`src/rtl/zbus_cycle_decoder_if.sv`:
```
// zbus_cycle_decoder_if: Z80 strobe/address/data inputs and decoded bus-cycle outputs.
interface zbus_cycle_decoder_if;
    logic        mreq_n, iorq_n, rd_n, wr_n, m1_n, rfsh_n;
    logic [15:0] a;
    logic [7:0]  d;
    logic        io_ready;
    logic        cyc_start, cyc_end;
    logic [2:0]  cyc_type;
    logic [15:0] cyc_addr;
    logic [7:0]  cyc_wdata;
    logic        wait_n, busy;
    modport slave (
        input  mreq_n, iorq_n, rd_n, wr_n, m1_n, rfsh_n, a, d, io_ready,
        output cyc_start, cyc_end, cyc_type, cyc_addr, cyc_wdata, wait_n, busy
    );
    modport master (
        output mreq_n, iorq_n, rd_n, wr_n, m1_n, rfsh_n, a, d, io_ready,
        input  cyc_start, cyc_end, cyc_type, cyc_addr, cyc_wdata, wait_n, busy
    );
endinterface

```
`src/rtl/zbus_cycle_decoder.sv`:
```
// zbus_cycle_decoder: synchronizes and deglitches Z80 strobes, classifies bus cycles, stretches I/O with wait_n.
// Optional `ZBUS_WR_FIX_EN: classify I/O writes as iorq & ~rd & ~m1, ignoring wr_n on I/O.
module zbus_cycle_decoder #(
    parameter int SYNC_STAGES = 2,
    parameter int FILTER      = 2,
    parameter int WAIT_CYCLES = 4
) (
    input logic fclk,
    input logic rst,
    zbus_cycle_decoder_if.slave bus
);
    typedef enum logic [1:0] {ARMWAIT, IDLE, ACTIVE, WAIT} state_t;
    state_t state_q, state_d;
    logic [5:0] raw;
    logic [SYNC_STAGES-1:0][5:0]  sync_q;
    logic [SYNC_STAGES-1:0][15:0] a_q;
    logic [SYNC_STAGES-1:0][7:0]  d_q;
    logic [5:0][FILTER-1:0] win_q, win_d;
    logic [5:0] filt_q, filt_d;
    logic mreq, iorq, rd, wr, m1, rfsh, io_wr, bus_idle, io_cls;
    logic [2:0] cls, type_q, type_d;
    logic [3:0] cnt_q, cnt_d;
    logic start_q, start_d, end_q, end_d, wait_n_q, wait_n_d;
    logic [15:0] addr_q, addr_d;
    logic [7:0] wdata_q, wdata_d;
    assign raw = {bus.rfsh_n, bus.m1_n, bus.wr_n, bus.rd_n, bus.iorq_n, bus.mreq_n};
    // pipeline resets to "asserted" so ARMWAIT only exits once the real pins are seen idle
    always_comb
        for (int i = 0; i < 6; i++) begin
            win_d[i]  = FILTER'({win_q[i], sync_q[SYNC_STAGES-1][i]});
            filt_d[i] = &win_d[i] ? 1'b1 : ~|win_d[i] ? 1'b0 : filt_q[i];
        end
    assign {rfsh, m1, wr, rd, iorq, mreq} = ~filt_q;
`ifdef ZBUS_WR_FIX_EN
    assign io_wr = iorq & ~rd & ~m1;
`else
    assign io_wr = iorq & wr;
`endif
    assign bus_idle = ~mreq & ~iorq;
    assign cls = (m1 & iorq)       ? 3'd7 :
                 (m1 & mreq & rd)  ? 3'd1 :
                 (rfsh & mreq)     ? 3'd6 :
                 (mreq & rd)       ? 3'd2 :
                 (mreq & wr)       ? 3'd3 :
                 (iorq & rd)       ? 3'd4 :
                 io_wr             ? 3'd5 : 3'd0;
    assign io_cls = (cls == 3'd4) || (cls == 3'd5) || (cls == 3'd7);
    always_comb begin
        state_d  = state_q;
        cnt_d    = cnt_q;
        start_d  = 1'b0;
        end_d    = 1'b0;
        wait_n_d = 1'b1;
        type_d   = type_q;
        addr_d   = addr_q;
        wdata_d  = wdata_q;
        case (state_q)
            ARMWAIT: state_d = bus_idle ? IDLE : ARMWAIT;
            IDLE: if (cls != 3'd0) begin
                start_d = 1'b1;
                type_d  = cls;
                addr_d  = a_q[SYNC_STAGES-1];
                wdata_d = (cls == 3'd3 || cls == 3'd5) ? d_q[SYNC_STAGES-1] : wdata_q;
                if (io_cls && WAIT_CYCLES > 0) begin
                    state_d  = WAIT;
                    wait_n_d = 1'b0;
                    cnt_d    = 4'(WAIT_CYCLES);
                end else
                    state_d = ACTIVE;
            end
            WAIT: if (bus_idle) begin
                state_d = IDLE;
                end_d   = 1'b1;
            end else if (bus.io_ready || cnt_q == 4'd1)
                state_d = ACTIVE;
            else begin
                cnt_d    = cnt_q - 4'd1;
                wait_n_d = 1'b0;
            end
            default: if (bus_idle) begin
                state_d = IDLE;
                end_d   = 1'b1;
            end
        endcase
    end
    always_ff @(posedge fclk) begin
        if (rst) begin
            sync_q   <= '0;
            win_q    <= '0;
            filt_q   <= '0;
            state_q  <= ARMWAIT;
            cnt_q    <= '0;
            start_q  <= 1'b0;
            end_q    <= 1'b0;
            wait_n_q <= 1'b1;
            type_q   <= '0;
            addr_q   <= '0;
            wdata_q  <= '0;
        end else begin
            sync_q   <= {sync_q[SYNC_STAGES-2:0], raw};
            win_q    <= win_d;
            filt_q   <= filt_d;
            state_q  <= state_d;
            cnt_q    <= cnt_d;
            start_q  <= start_d;
            end_q    <= end_d;
            wait_n_q <= wait_n_d;
            type_q   <= type_d;
            addr_q   <= addr_d;
            wdata_q  <= wdata_d;
        end
        a_q <= {a_q[SYNC_STAGES-2:0], bus.a};
        d_q <= {d_q[SYNC_STAGES-2:0], bus.d};
    end
    assign bus.cyc_start = start_q;
    assign bus.cyc_end   = end_q;
    assign bus.cyc_type  = type_q;
    assign bus.cyc_addr  = addr_q;
    assign bus.cyc_wdata = wdata_q;
    assign bus.wait_n    = wait_n_q;
    assign bus.busy      = (state_q == ACTIVE) || (state_q == WAIT);
endmodule

```
`src/flat_wrapper.sv`:
```
// flat-port wrapper written by rule: the top's interface ports become plain ports
module zbus_cycle_decoder_flat 
#(
    parameter int SYNC_STAGES = 2,
    parameter int FILTER      = 2,
    parameter int WAIT_CYCLES = 4
)
  (fclk, rst, bus_mreq_n, bus_iorq_n, bus_rd_n, bus_wr_n, bus_m1_n, bus_rfsh_n, bus_a, bus_d, bus_io_ready, bus_cyc_start, bus_cyc_end, bus_cyc_type, bus_cyc_addr, bus_cyc_wdata, bus_wait_n, bus_busy);
  zbus_cycle_decoder_if bus_i ();
  input logic fclk;
  input logic rst;
  input wire logic [$bits(bus_i.mreq_n)-1:0] bus_mreq_n;
  input wire logic [$bits(bus_i.iorq_n)-1:0] bus_iorq_n;
  input wire logic [$bits(bus_i.rd_n)-1:0] bus_rd_n;
  input wire logic [$bits(bus_i.wr_n)-1:0] bus_wr_n;
  input wire logic [$bits(bus_i.m1_n)-1:0] bus_m1_n;
  input wire logic [$bits(bus_i.rfsh_n)-1:0] bus_rfsh_n;
  input wire logic [$bits(bus_i.a)-1:0] bus_a;
  input wire logic [$bits(bus_i.d)-1:0] bus_d;
  input wire logic [$bits(bus_i.io_ready)-1:0] bus_io_ready;
  output wire logic [$bits(bus_i.cyc_start)-1:0] bus_cyc_start;
  output wire logic [$bits(bus_i.cyc_end)-1:0] bus_cyc_end;
  output wire logic [$bits(bus_i.cyc_type)-1:0] bus_cyc_type;
  output wire logic [$bits(bus_i.cyc_addr)-1:0] bus_cyc_addr;
  output wire logic [$bits(bus_i.cyc_wdata)-1:0] bus_cyc_wdata;
  output wire logic [$bits(bus_i.wait_n)-1:0] bus_wait_n;
  output wire logic [$bits(bus_i.busy)-1:0] bus_busy;
  assign bus_i.mreq_n = bus_mreq_n;
  assign bus_i.iorq_n = bus_iorq_n;
  assign bus_i.rd_n = bus_rd_n;
  assign bus_i.wr_n = bus_wr_n;
  assign bus_i.m1_n = bus_m1_n;
  assign bus_i.rfsh_n = bus_rfsh_n;
  assign bus_i.a = bus_a;
  assign bus_i.d = bus_d;
  assign bus_i.io_ready = bus_io_ready;
  assign bus_cyc_start = bus_i.cyc_start;
  assign bus_cyc_end = bus_i.cyc_end;
  assign bus_cyc_type = bus_i.cyc_type;
  assign bus_cyc_addr = bus_i.cyc_addr;
  assign bus_cyc_wdata = bus_i.cyc_wdata;
  assign bus_wait_n = bus_i.wait_n;
  assign bus_busy = bus_i.busy;
  zbus_cycle_decoder #(.SYNC_STAGES(SYNC_STAGES), .FILTER(FILTER), .WAIT_CYCLES(WAIT_CYCLES)) u_core (.fclk(fclk), .rst(rst), .bus(bus_i));
endmodule
```
`config.mk`:
```
export PLATFORM = sky130hd
export DESIGN_NAME = zbus_cycle_decoder_flat
export DESIGN_NICKNAME = d
export VERILOG_FILES = /design/src/rtl/zbus_cycle_decoder_if.sv /design/src/rtl/zbus_cycle_decoder.sv /design/src/flat_wrapper.sv
export SDC_FILE = /design/constraint.sdc
export NUM_CORES = 1
export LEC_CHECK = 0
export CAP_MARGIN = 20
export CORE_ASPECT_RATIO = 0.5
export CORE_MARGIN = 10
export CORE_UTILIZATION = 54
export DETAILED_ROUTE_END_ITERATION = 6
export PLACE_DENSITY = 0.83
export SYNTH_ARGS = -nofsm -noshare
export SYNTH_HDL_FRONTEND = slang
export SYNTH_SLANG_ARGS = --single-unit
```
`constraint.sdc`:
```
create_clock -name fclk -period 2.7 [get_ports fclk]
set_clock_uncertainty 0.1 [all_clocks]
set_input_delay 0.405 -clock fclk [delete_from_list [all_inputs] [get_ports fclk]]
set_output_delay 0.405 -clock fclk [all_outputs]
set_load 0.05 [all_outputs]
```
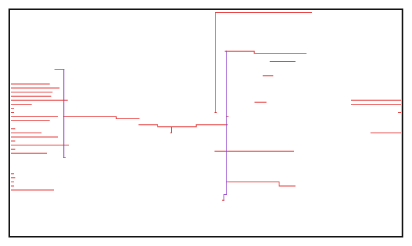
Run 1: wiring by layer
Scale: 3 px per um. Two of the layers only.
- metal 3: red (wire length 418 um)
- metal 4: purple (wire length 113 um)

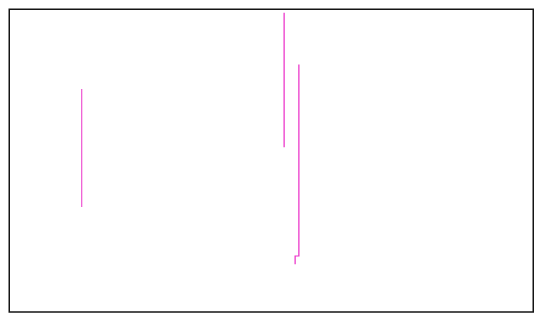
Run 1: M4 wires
Scale: 4 px per um.
- longest straight run: 47.7 um
- share of all routed wire: 1.7%

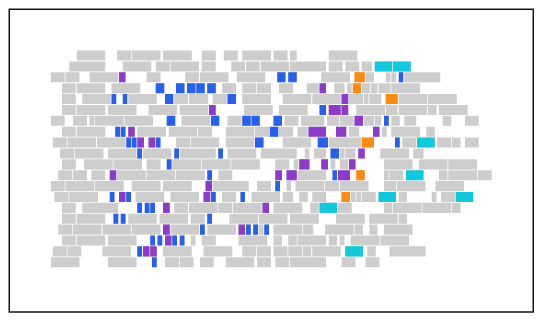
Run 1: gate-type map
Scale: 4 px per um.
- nand cells: blue (cells 56)
- aoi and oai cells: purple (cells 31; where middle)
- fa/ha/maj cells: cyan (cells 8)
- and/or cells: orange (cells 6)

==> results.toml, run 1 <==
# generated from flow reports
[sta]
finalHoldViolations = 0
rsz0062_at_grt = "no"
tns_ns = 0
relSlewSlack_pct = 54.6
finalSetupViolations = 0
slew_violations = 0
tightestPinTransition_ns = 0.682
post-route-period-util_pct = 76.9
timing.final.crit_period_ns = 2.08
fin_ws_ns = 0.624

[clock_network]
cts_sinks = 108
cts-buffers-inserted = 9
clk_root_buffer_cell = "clkbuf_16"
cts_tree = "done"
path_clk_slew_ns = 0.07
hold_buffers = 0
cts_max_level = 3
postCtsSetupRepairBufs = 0
clock_path_buffers = 2
cts_resized = 0
clk_latency_ns = 0.34

[critical_path]
startpoint_type = "flip-flop"
critPathSlowestCell = "clkdlybuf4s50_1"
required_ns = 2.19
crit_path_end_kind = "output pin"
path_max_fanout = 5
cp_cell_sequence = "clkdlybuf4s50_1"
crit_type = "reg -> out"
crit_buf_inv = 1
arrival_ns = 1.57
crit_family = "buffers and inverters"

[place]
dp_hpwl_um = 4460
place_ws_ns = 0.679

[global_routing]
grt-ovfl-total = 0
met3_usage_pct = 5.69
antenna_found_initial = 0
top_usage_layer = "met2"
grt_use_met1_pct = 14.7
gr-usage-all-layers_pct = 14.2
grt_pass1_wl_um = 10700
grt_pass1_vias = 2264
gr-usage-met2_pct = 25.3

[status]
status = "finished clean"

[synth]
ys_seq_share_pct = 65.5
syn-num-nets = 334
syn_area_um2 = 3300
ys_ff = 108
ys_sh_adder_pct = 3.03
top_area_cell = "dfxtp_1"
ys_sh_simple_pct = 16.3
synth.area.top_cells = "dfxtp_1, mux2i_1, nand2_1"
ys_area_um2 = 3300
ys_cells = 293
yosys_warnings = 0
netlist_logic_family_top = "simple AND/OR/NAND/NOR gates"
syn_avg_cell_area_um2 = 11.3

[route]
final_antenna_net_count = 0
routed_wirelength_um = 6520
drc_errors = 0
dr.first_iter.drc_count = 128
drt-wirelength-per-cell_um = 14.9
vias = 2158
avgViaCountPerCell = 4.94
dr.pass1.iters = 4

[layout]
fillers = 437
nets = 396
mi_logic_area_um2 = 1060
layout-drive-gt1-share_pct = 6.67
register_area_um2 = 2160
antennaDiodeCount = 0

[job]
max_cap_violations = 0
log.warning_count = 27

[die]
row_count = 20
io_pins = 64
coreArea_um2 = 6010
initial_utilization_pct = 55.0
chip_area_um2 = 9840
die_y_um = 75.3

[power_and_ir_drop]
powerDensity_nw_per_um2 = 693
power.leakage_uw = 0.00159
ir_drop_mv = 0.525

[min_path]
hp-class = "reg -> reg"
==> run 1: report_power, final <==
part           internal, uW  switching, uW
Sequential             1640           13.6
Clock                   658            560
Combinational          56.7           28.0
Total                  2360            602
==> run 1: layer usage <==
layer	wire [um]	up-vias	share of wire (%)
li1	-	1089	-
met1	2740	1012	42
met2	3240	48	50
met3	417	9	6.4
met4	113	0	1.7
met5	0	-	0
==> run 1: Yosys cell counts (all sizes together) <==
| library cell | instances |
|---|---|
| dfxtp | 108 |
| nand2 | 37 |
| a21oi | 23 |
| nor2b | 20 |
| nand2b | 17 |
| mux2i | 16 |
| nor2 | 13 |
| clkbuf | 11 |
| ha | 8 |
| buf | 5 |
| inv | 3 |
| nor3 | 3 |
| a22oi | 2 |
| a311oi | 2 |
| nor3b | 2 |
| nor4 | 2 |
| or3 | 2 |
| a211o | 1 |
| a211oi | 1 |
| a21o | 1 |
| a221o | 1 |
| a22o | 1 |
| a31oi | 1 |
| and2 | 1 |
| and3b | 1 |
| nand3 | 1 |
| nand3b | 1 |
| nor4b | 1 |
| o21a | 1 |
| o21ai | 1 |
| o31a | 1 |
| o31ai | 1 |
| o32a | 1 |
| or2 | 1 |
| or4 | 1 |
| xnor2 | 1 |
==> run 1: area by class of cell <==
cell class	count	share of cell area, %
clock inverters	4	0.792
multi-input cells	166	24.8
inverters	3	0.264
flip-flops and latches	108	50.7
well taps	77	2.26
repair buffers	67	15.4
clock buffers	12	5.78
==> run 1: state kept, by name, summed over array words and instances (netlist names), 2 cells and up <==
signal / cells
u_core.bus.cyc_addr: 16
u_core.sync_q: 12
u_core.d_q: 16
u_core.state_q: 2
u_core.cnt_q: 4
u_core.win_d: 6
u_core.filt_q: 6
u_core.a_q: 32
u_core.bus.cyc_wdata: 8
u_core.bus.cyc_type: 3
==> run 1: metrics by stage <==
stage	cells	area (um^2)	utilization (%)	hold WS (ns)	power (uW)
3_3_place_gp	421	3990	66.4	0.210	1770
6_report	437	4270	71.0	0.221	2960
5_1_grt	437	4270	71.0	0.230	3060
4_1_cts	437	4270	71.0	0.225	2980
2_1_floorplan	293	3300	-	0.210	1720
3_5_place_dp	421	3990	66.4	0.213	1780
==> run 1: worst paths after layout <==
path                             startpoint                                    to  slack, ns  depth (start not counted)
max reg2reg   u_core.filt_q[0]$_SDFFE_PP0P_  u_core.bus.cyc_wdata[5]$_SDFFE_PP0P_       0.67                          4
min reg2reg           u_core.d_q[5]$_DFF_P_                u_core.d_q[13]$_DFF_P_       0.22                          0
max          u_core.state_q[1]$_SDFFE_PP0P_                              bus_busy       0.62                          1
min                   u_core.d_q[5]$_DFF_P_                u_core.d_q[13]$_DFF_P_       0.22                          0
==> run 1: cells by family after synthesis <==
group           after synthesis
mux                          16
simple gates                103
buf+inv                      19
compound gates               38
flops                       108
xor+xnor                      1
fa+ha+maj                     8
==> run 1: cell usage in the layout (no fill, tap or decap), types with 3 or more instances in the layout <==
cell,count
buf_4,4
nor2_1,13
clkdlybuf4s50_1,62
nor2b_1,20
ha_1,8
mux2i_1,16
dfxtp_1,108
nand2b_1,17
a21oi_1,23
nand2_1,37
inv_1,3
clkbuf_16,9
Run 1, the clock network:
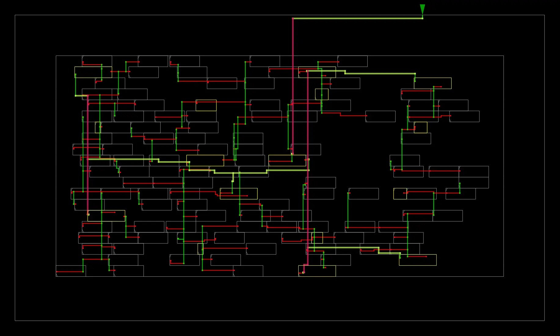

==> run 2: changes to the inputs <==
Settings changed: CORE_UTILIZATION 54 to 45, PLACE_DENSITY 0.83 to 0.74.
Clock period 2.7 ns to 1.8 ns, I/O delays scaled along.
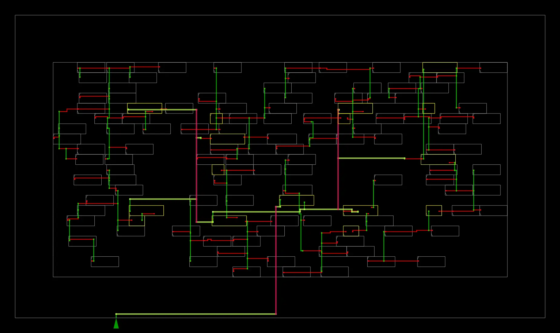
Run 2: the clock network
Clk. pwr: 1880 uW
sequential cells: 108
Skew-Pair Late Insertion Delay: 0.34 ns
CTS Buf Count: 9
Sink Count: 108

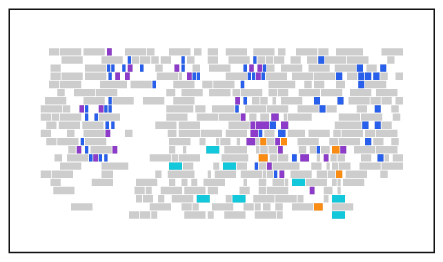
Run 2: gate-type map
Scale: 3 px per um.
- fa/ha/maj cells: cyan (cells 8; where bottom middle)
- and/or cells: orange (cells 6)
- aoi and oai cells: purple (cells 31)
- nand cells: blue (cells 56)

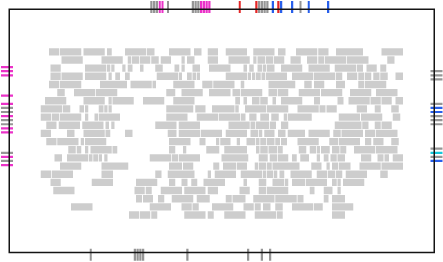
Run 2: pin placement
Scale: 3 px per um. Pins as bars across the die edge, other pins in gray.
- bus_cyc_type: red (pins 3; direction output; edge top)
- bus_d: blue (pins 8; direction input; edge 5 top, 3 right)
- bus_a: magenta (pins 16; direction input; edge 10 left, 6 top)
- bus_io_ready: cyan (pins 1; direction input; edge right)

==> results.toml, run 2 <==
# generated from flow reports
[clock_network]
hold_buffers = 0
cts_resized = 0
cts_max_level = 3
cts_tree = "done"
path_clk_slew_ns = 0.07
postCtsSetupRepairBufs = 0
clock_path_buffers = 2
clk_root_buffer_cell = "clkbuf_16"

[global_routing]
gr-usage-met2_pct = 19.5
grt-ovfl-total = 0
grt_use_met1_pct = 11.5
met3_usage_pct = 5.64
antenna_found_initial = 0
gr-usage-all-layers_pct = 11.2
top_usage_layer = "met2"
grt_pass1_wl_um = 10300
grt_pass1_vias = 2232

[route]
dr.pass1.iters = 4
drt-wirelength-per-cell_um = 13.7
avgViaCountPerCell = 4.71
final_antenna_net_count = 0
vias = 2159
routed_wirelength_um = 6290
dr.first_iter.drc_count = 73
drc_errors = 0

[power_and_ir_drop]
powerDensity_nw_per_um2 = 1050
power.leakage_uw = 0.00170
ir_drop_mv = 0.546

[layout]
largest_register_ffs = 32
antennaDiodeCount = 0
nets = 402
layout_top_cells = "dfxtp_1, buf_4, nand2_1"
layout-drive-gt1-share_pct = 17.8
final_common_cell = "dfxtp_1"
regMostFlops = "u_core.a_q"

[synth]
top_area_cell = "dfxtp_1"
ys_cells = 293
syn_avg_cell_area_um2 = 11.3
synth.area.top_cells = "dfxtp_1, mux2i_1, nand2_1"
netlist_logic_family_top = "simple AND/OR/NAND/NOR gates"
ff_type = "dfxtp_1"
syn_area_um2 = 3300
ys_ff = 108
yosysMostFrequentCell = "dfxtp_1"
edf_count = 0
yosys_warnings = 0
syn-num-nets = 334
ys_sh_adder_pct = 3.03
yosys-top-cells-count = "dfxtp_1, nand2_1, a21oi_1"
ys_seq_share_pct = 65.5
ys_sh_simple_pct = 16.3
synthArstFlopShare_pct = 0
ys_area_um2 = 3300

[sta]
finalHoldViolations = 0
relSlewSlack_pct = 73.3
post-route-period-util_pct = 92.4
timing.final.crit_period_ns = 1.66
rsz0062_at_grt = "no"
fin_ws_ns = 0.137
tightestPinTransition_ns = 0.395
slew_violations = 0
finalSetupViolations = 0
tns_ns = 0

[critical_path]
required_ns = 1.94
critPathSlowestCell = "dfxtp_1"
startpoint_type = "flip-flop"
path_max_fanout = 5
cp_cell_sequence = "buf_4 -> a21oi_1 -> a211o_1 -> nand3_1 -> a22o_1"
arrival_ns = 1.80
crit_type = "reg -> reg"
crit_path_end_kind = "flip-flop"

[die]
die_y_um = 80.6
row_count = 21
io_pins = 64
coreArea_um2 = 6910
chip_area_um2 = 11400
initial_utilization_pct = 47.8

[place]
place_ws_ns = 0.0614
dp_hpwl_um = 4560
numPortBuffers = 63

[job]
max_cap_violations = 0
log.warning_count = 27

[min_path]
hp-class = "reg -> reg"

[status]
status = "finished clean"
run 2: cell types whose count changed in the layout (fill, tap and decap cells not counted), sizes merged:
| cell | previous run | this run |
|---|---|---|
| clkdlybuf4s50 | 62 | 31 |
| clkinvlp | 1 | 0 |
| inv | 4 | 6 |
| clkinv | 2 | 4 |
| buf | 5 | 42 |
| clkbuf | 12 | 9 |
run 2: layout make-up:
cell class,instances,area [um^2]
Clock buffer,9,225
Clock inverter,7,68.8
Fill cell,581,2620
Inverter,3,11.3
Multi-Input combinational cell,166,1060
Sequential cell,108,2160
Tap cell,92,115
Timing Repair Buffer,73,648
run 2: critical path: cells and delay by family, from the launching register on:
kind,cells,cell delay (ns)
compound gates,3,0.76
flops,1,0.36
simple gates,1,0.18
buf+inv,1,0.17
run 2: cell families after synthesis:
family | count (synthesis)
flip-flops | 108
multiplexers | 16
AND/OR/NAND/NOR | 103
XOR/XNOR | 1
AND-OR/OR-AND | 38
buffers and inverters | 19
adder cells (fa/ha/maj) | 8
run 2: worst paths after layout:
| path | end | from | cells past startpoint | slack, ns |
|---|---|---|---|---|
| hold reg to reg | u_core.a_q[17]$_DFF_P_ | u_core.a_q[1]$_DFF_P_ | 0 | 0.22 |
| setup / recovery | u_core.cnt_q[1]$_SDFFE_PP0P_ | u_core.filt_q[1]$_SDFFE_PP0P_ | 5 | 0.14 |
| hold / removal | u_core.a_q[17]$_DFF_P_ | u_core.a_q[1]$_DFF_P_ | 0 | 0.22 |
| setup reg to reg | u_core.cnt_q[1]$_SDFFE_PP0P_ | u_core.filt_q[1]$_SDFFE_PP0P_ | 5 | 0.14 |
run 2: per-layer routing:
layer	up-vias	share of wire, %
li1	1106	-
met1	989	42
met2	55	49
met3	9	7.0
met4	0	1.4
met5	-	0
run 2: metrics by stage:
step           hold WS, ns  utilization, %  instances  instance area (um^2)  total power [uW]
3_5_place_dp         0.212            57.8        442                  4000              2670
6_report             0.223            62.1        458                  4290              4490
4_1_cts              0.225            62.1        458                  4290              4550
3_3_place_gp         0.210            57.8        442                  4000              2660
2_1_floorplan        0.198               -        293                  3300              2580
5_1_grt              0.230            62.1        458                  4290              4650
run 2: where the power goes:
group	switching [uW]	total (uW)	internal, uW
sequential	18.8	2480	2460
combinational	41.6	130	88.4
clock	905	1880	977
total	966	4490	3530
No activity file was given, so power comes from the tool's default toggle rates.
